--- config.mk ---
export PLATFORM = sky130hd
export DESIGN_NAME = multu_seq
export DESIGN_NICKNAME = d
export VERILOG_FILES = /design/src/rtl/multu_seq_pkg.sv /design/src/rtl/multu_seq_mul_step.sv /design/src/rtl/multu_seq.sv
export SDC_FILE = /design/constraint.sdc
export NUM_CORES = 1
export LEC_CHECK = 0
export ABC_CLOCK_PERIOD_IN_PS = 2750
export CAP_MARGIN = 10
export CORE_ASPECT_RATIO = 0.6
export CORE_MARGIN = 2
export CORE_UTILIZATION = 30
export DETAILED_ROUTE_END_ITERATION = 8
export SYNTH_ARGS = -nofsm -noshare
export SYNTH_HDL_FRONTEND = slang
export SYNTH_SLANG_ARGS = --single-unit
--- constraint.sdc ---
create_clock -name clock -period 2.75 [get_ports clock]
set_clock_uncertainty 0.1 [all_clocks]
set_input_delay 0.275 -clock clock [delete_from_list [all_inputs] [get_ports clock]]
set_output_delay 0.275 -clock clock [all_outputs]
set_load 0.01 [all_outputs]
--- src/rtl/multu_seq_pkg.sv ---
// Shared definitions for the sequential multiplier: operand width, counter width helper
// and the idle/run phase type decoded from the busy flag.
package multu_seq_pkg;

  localparam int MUL_WIDTH = 32;

  // Two phases only; the phase is a view of the busy flag, never stored on its own.
  typedef enum logic {
    ST_IDLE = 1'b0,
    ST_RUN  = 1'b1
  } mul_state_e;

  // Step counter width: enough bits to count WIDTH steps (0 .. WIDTH-1).
  function automatic int cnt_width(input int width);
    return (width < 2) ? 1 : $clog2(width);
  endfunction

endpackage

--- src/rtl/multu_seq_mul_step.sv ---
// One add-and-shift step of the unsigned multiplier: conditionally add the multiplicand
// into hi, then shift carry:hi:lo right by one.
module multu_seq_mul_step
  import multu_seq_pkg::*;
#(
  parameter int WIDTH = MUL_WIDTH
) (
  input  logic [WIDTH-1:0] i_hi,
  input  logic [WIDTH-1:0] i_lo,
  input  logic [WIDTH-1:0] i_mcand,
  output logic [WIDTH-1:0] o_hi,
  output logic [WIDTH-1:0] o_lo
);

  logic [WIDTH:0] w_addend;
  logic [WIDTH:0] w_sum;

  assign w_addend = i_lo[0] ? {1'b0, i_mcand} : '0;
  assign w_sum    = {1'b0, i_hi} + w_addend;

  // The carry out of the add lands in hi's MSB; lo[0] has been consumed and drops out.
  assign {o_hi, o_lo} = {w_sum, i_lo[WIDTH-1:1]};

endmodule

--- src/rtl/multu_seq.sv ---
// Sequential unsigned shift-add multiplier with start/busy/done handshake.
// One product every WIDTH+1 cycles; hi/lo are only meaningful while busy is low.
module multu_seq
  import multu_seq_pkg::*;
#(
  parameter int WIDTH = MUL_WIDTH
) (
  input  logic             clock,
  input  logic             reset,
  input  logic             start,
  input  logic [WIDTH-1:0] multiplicand,
  input  logic [WIDTH-1:0] multiplier,
  output logic [WIDTH-1:0] hi,
  output logic [WIDTH-1:0] lo,
  output logic             busy,
  output logic             done
);

  localparam int               CNT_W = cnt_width(WIDTH);
  localparam logic [CNT_W-1:0] LAST  = CNT_W'(WIDTH - 1);

  logic [WIDTH-1:0] r_mcand;
  logic [WIDTH-1:0] r_hi;
  logic [WIDTH-1:0] r_lo;
  logic [CNT_W-1:0] r_count;
  logic             r_busy;
  logic             r_done;

  logic [WIDTH-1:0] w_step_hi;
  logic [WIDTH-1:0] w_step_lo;
  logic [WIDTH-1:0] w_nxt_mcand;
  logic [WIDTH-1:0] w_nxt_hi;
  logic [WIDTH-1:0] w_nxt_lo;
  logic [CNT_W-1:0] w_nxt_count;
  logic             w_nxt_busy;
  logic             w_nxt_done;
  mul_state_e       w_state;

  multu_seq_mul_step #(
    .WIDTH (WIDTH)
  ) u_step (
    .i_hi    (r_hi),
    .i_lo    (r_lo),
    .i_mcand (r_mcand),
    .o_hi    (w_step_hi),
    .o_lo    (w_step_lo)
  );

  assign w_state = r_busy ? ST_RUN : ST_IDLE;

  always_comb begin
    // NOTE: every output of this block gets a default first, so no path can leave one
    // unassigned and infer a latch.
    w_nxt_mcand = r_mcand;
    w_nxt_hi    = r_hi;
    w_nxt_lo    = r_lo;
    w_nxt_count = r_count;
    w_nxt_busy  = r_busy;
    w_nxt_done  = 1'b0;

    unique case (w_state)
      ST_IDLE: begin
        if (start) begin
          w_nxt_mcand = multiplicand;
          w_nxt_hi    = '0;
          w_nxt_lo    = multiplier;
          w_nxt_count = '0;
          w_nxt_busy  = 1'b1;
        end
      end
      ST_RUN: begin
        // start and operand changes are ignored here: no queueing while iterating.
        w_nxt_hi    = w_step_hi;
        w_nxt_lo    = w_step_lo;
        w_nxt_count = r_count + CNT_W'(1);
        if (r_count == LAST) begin
          w_nxt_busy = 1'b0;
          w_nxt_done = 1'b1;
        end
      end
      default: ;
    endcase
  end

  always_ff @(posedge clock) begin
    // NOTE: state updates use non-blocking assignments so every register samples the
    // pre-edge values regardless of statement order.
    if (!reset) begin
      r_mcand <= '0;
      r_hi    <= '0;
      r_lo    <= '0;
      r_count <= '0;
      r_busy  <= 1'b0;
      r_done  <= 1'b0;
    end else begin
      r_mcand <= w_nxt_mcand;
      r_hi    <= w_nxt_hi;
      r_lo    <= w_nxt_lo;
      r_count <= w_nxt_count;
      r_busy  <= w_nxt_busy;
      r_done  <= w_nxt_done;
    end
  end

  assign hi   = r_hi;
  assign lo   = r_lo;
  assign busy = r_busy;
  assign done = r_done;

endmodule

Close-up of the layout:
Bar = 20 um. Region (22, 3) to (72, 53) um. Cells in gray, sequential cells in the stronger gray; small squares are vias.
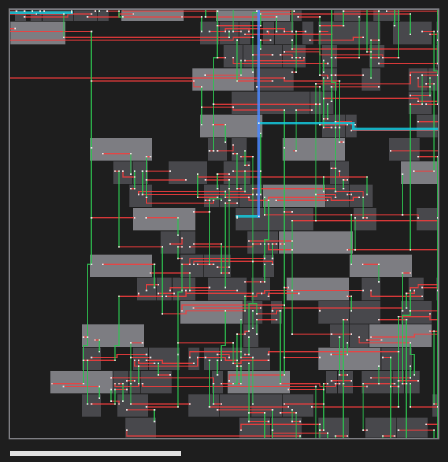
| color | layer |
|---|---|
| green | M2 |
| red | M1 |
| blue | M4 |
| cyan | M3 |
netlist names of flops here include: lo (7), r_count (5), hi (3)
cells with their middle in the window: 108
sequential cells in the window: 18
most frequent: dfxtp_1 (17), clkdlybuf4s50_1 (14), and2_1 (10)

Cell classes on the final placement:
Fill, decap, tap and diode cells in gray.
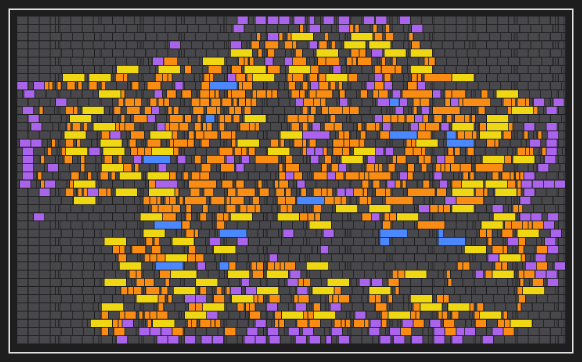
| color | class | cells |
|---|---|---|
| orange | remaining logic cells | 580 |
| purple | remaining buffers and delay cells | 194 |
| yellow | registers | 103 |
| blue | clock drivers and dummy loads | 16 |
core area: 0.0198 mm2
number of rows in the core area: 40
final cell utilization of the core: 0.428
flop share of the area: 0.244

==> cell families after synthesis <==
logic type | count (synthesis)
xor+xnor | 29
flops | 103
simple gates | 292
fa+ha+maj | 35
buf+inv | 53
compound gates | 183
mux | 34
==> layer usage <==
metal / share of wire / GRT usage / wire length, um / vias to the layer above
li1: - / - / - / 2843
met1: 0.56 / 0.260 / 9930 / 2519
met2: 0.38 / 0.211 / 6680 / 129
met3: 0.050 / 0.0406 / 882 / 12
met4: 0.0084 / 0.0328 / 148 / 0
met5: 0 / 0 / 0 / -
==> flip-flops by register name (all words and copies together), names as in the netlist <==
| name | cells |
|---|---|
| done | 1 |
| lo | 32 |
| r_mcand | 32 |
| r_count | 5 |
| busy | 1 |
| hi | 32 |
==> flow_summary.html <==
<h3>Flow metrics</h3>
<table>
<tr><th>Metric</th><th>Value</th></tr>
<tr><th colspan="2">Yosys</th></tr>
<tr><td>AND-OR/OR-AND share of the synthesized area</td><td>0.199</td></tr>
<tr><td>Simple-gate area share of the yosys netlist</td><td>0.249</td></tr>
<tr><td>Dominant cell type by area after synthesis</td><td>dfxtp_1</td></tr>
<tr><td>Max-area cell share</td><td>0.343</td></tr>
<tr><td>Cell Area, Synth</td><td>0.00600 mm2</td></tr>
<tr><td>Biggest area cells</td><td>dfxtp_1, nand2_1, ha_1</td></tr>
<tr><td>Count of instantiated cells in the yosys netlist</td><td>~730</td></tr>
<tr><td>Fraction of synthesis flops using an asynchronous set or reset pin</td><td>0</td></tr>
<tr><td>Register share after synthesis</td><td>0.343</td></tr>
<tr><td>Adder and majority gate portion of the synthesized area</td><td>0.0742</td></tr>
<tr><td>Count of library flops with an enable pin</td><td>0</td></tr>
<tr><td>Cells after synthesis</td><td>between 700 and 800</td></tr>
<tr><td>Summed standard-cell area reported by yosys</td><td>0.00600 mm2</td></tr>
<tr><th colspan="2">Critical path</th></tr>
<tr><td>Critical R2R Launch</td><td>lo[0]</td></tr>
<tr><td>Endpoint type of the worst setup path</td><td>flip-flop</td></tr>
<tr><td>Startpoint of the worst setup timing path</td><td>lo[0]</td></tr>
<tr><td>Category of the critical setup timing path</td><td>flip-flop to flip-flop</td></tr>
<tr><td>Endpoint of the worst setup timing path</td><td>hi[31]</td></tr>
<tr><td>Kind of cell adding the most delay to the critical path</td><td>simple AND/OR/NAND/NOR gates</td></tr>
<tr><td>Worst-case reg-to-reg path depth</td><td>11</td></tr>
<tr><td>Signal arrival time at the worst endpoint</td><td>2.87 ns</td></tr>
<tr><td>Cells along the critical path</td><td>clkbuf_16 &gt; and2_1 &gt; ha_1 &gt; and3_1 &gt; and3_1 &gt; and3_1 &gt; a32oi_1 &gt; nand3_2 &gt; a221o_1 &gt; nand2_1 &gt; a31oi_1</td></tr>
<tr><th colspan="2">Global routing</th></tr>
<tr><td>Global-route wire length before repair</td><td>between 20 and 30 mm</td></tr>
<tr><td>Grt total ovfl</td><td>0</td></tr>
<tr><td>Vias in the first global route</td><td>5019</td></tr>
<tr><td>All-layer global routing usage</td><td>0.162</td></tr>
<tr><td>Initial antenna violation count</td><td>1</td></tr>
<tr><th colspan="2">Power and ir drop</th></tr>
<tr><td>Proportion of power drawn by flip-flops and latches</td><td>0.476</td></tr>
<tr><td>Top power consumer group</td><td>sequential cells</td></tr>
<tr><td>Power per cell area</td><td>399 mW/mm2</td></tr>
<tr><td>Relative contribution of combinational cells to total power</td><td>0.139</td></tr>
<tr><td>Internal Dissipation</td><td>2.49 mW</td></tr>
<tr><td>Clock group share of total power</td><td>0.385</td></tr>
<tr><th colspan="2">Clock network</th></tr>
<tr><td>Count of cells resized by post-cts repair</td><td>10</td></tr>
<tr><td>Bufs on Longest Clock Path</td><td>2</td></tr>
<tr><td>H-tree levels</td><td>3</td></tr>
<tr><td>Root buffer selected by CTS</td><td>clkbuf_16</td></tr>
<tr><td>Clock latency on the worst-skew pair</td><td>0.36 ns</td></tr>
<tr><td>Reg clk slew, reported paths</td><td>0.08 ns</td></tr>
<tr><td>Total CTS buffers</td><td>9</td></tr>
<tr><td>Number of hold buffers added after cts</td><td>0</td></tr>
<tr><td>Clk sinks</td><td>103</td></tr>
<tr><th colspan="2">Timing</th></tr>
<tr><td>Final critical path time including I/O delays and setup</td><td>2.74 ns</td></tr>
<tr><td>Final sum of negative setup slack</td><td>0 ns</td></tr>
<tr><td>Endpoints failing setup</td><td>0</td></tr>
<tr><td>Final critical-path share of the clock period</td><td>0.996</td></tr>
<tr><td>Fin Hold WS</td><td>0.233 ns</td></tr>
<tr><td>Worst-case headroom to the max-slew limit</td><td>0.564</td></tr>
<tr><th colspan="2">Place</th></tr>
<tr><td>Gp weighted congestion</td><td>just over 0.8</td></tr>
<tr><td>Dpl cell area</td><td>approximately 0.0079 mm2</td></tr>
<tr><td>Half-perimeter wire length after detailed placement</td><td>approximately 12 mm</td></tr>
<tr><th colspan="2">Floorplanning</th></tr>
<tr><td>Tap cell instance count</td><td>273</td></tr>
<tr><td>Die Width</td><td>187 um</td></tr>
<tr><th colspan="2">Routing</th></tr>
<tr><td>Detailed router's first-iteration violation count</td><td>354</td></tr>
<tr><td>WL/cell</td><td>15.1 um</td></tr>
<tr><td>Total wire length after detailed routing</td><td>17.6 mm</td></tr>
<tr><th colspan="2">Finish</th></tr>
<tr><td>Net count reported at finish</td><td>990</td></tr>
<tr><td>Proportion of cell area spent on the clock network</td><td>0.0353</td></tr>
<tr><td>Number of non-clock buffers</td><td>194</td></tr>
<tr><td>Share of cells above drive strength 1</td><td>0.138</td></tr>
<tr><td>Layout area overhead</td><td>41.2%</td></tr>
<tr><td>Seq cells</td><td>103</td></tr>
<tr><td>Non-clock buffer contribution to total cell area</td><td>0.214</td></tr>
<tr><td>Largest class</td><td>combinational gates</td></tr>
<tr><td>Comb gates</td><td>573</td></tr>
<tr><td>Inserted Diodes</td><td>1</td></tr>
<tr><th colspan="2">Worst hold path</th></tr>
<tr><td>Beginning of the worst hold path</td><td>reset</td></tr>
<tr><td>Number of stages on the worst hold path</td><td>2</td></tr>
<tr><td>Hold Crit Endpoint</td><td>r_mcand[25]</td></tr>
<tr><th colspan="2">Outcome</th></tr>
<tr><td>Result of the run</td><td>finished, final reports clean</td></tr>
</table>
Power and IR drop assume default switching activity.
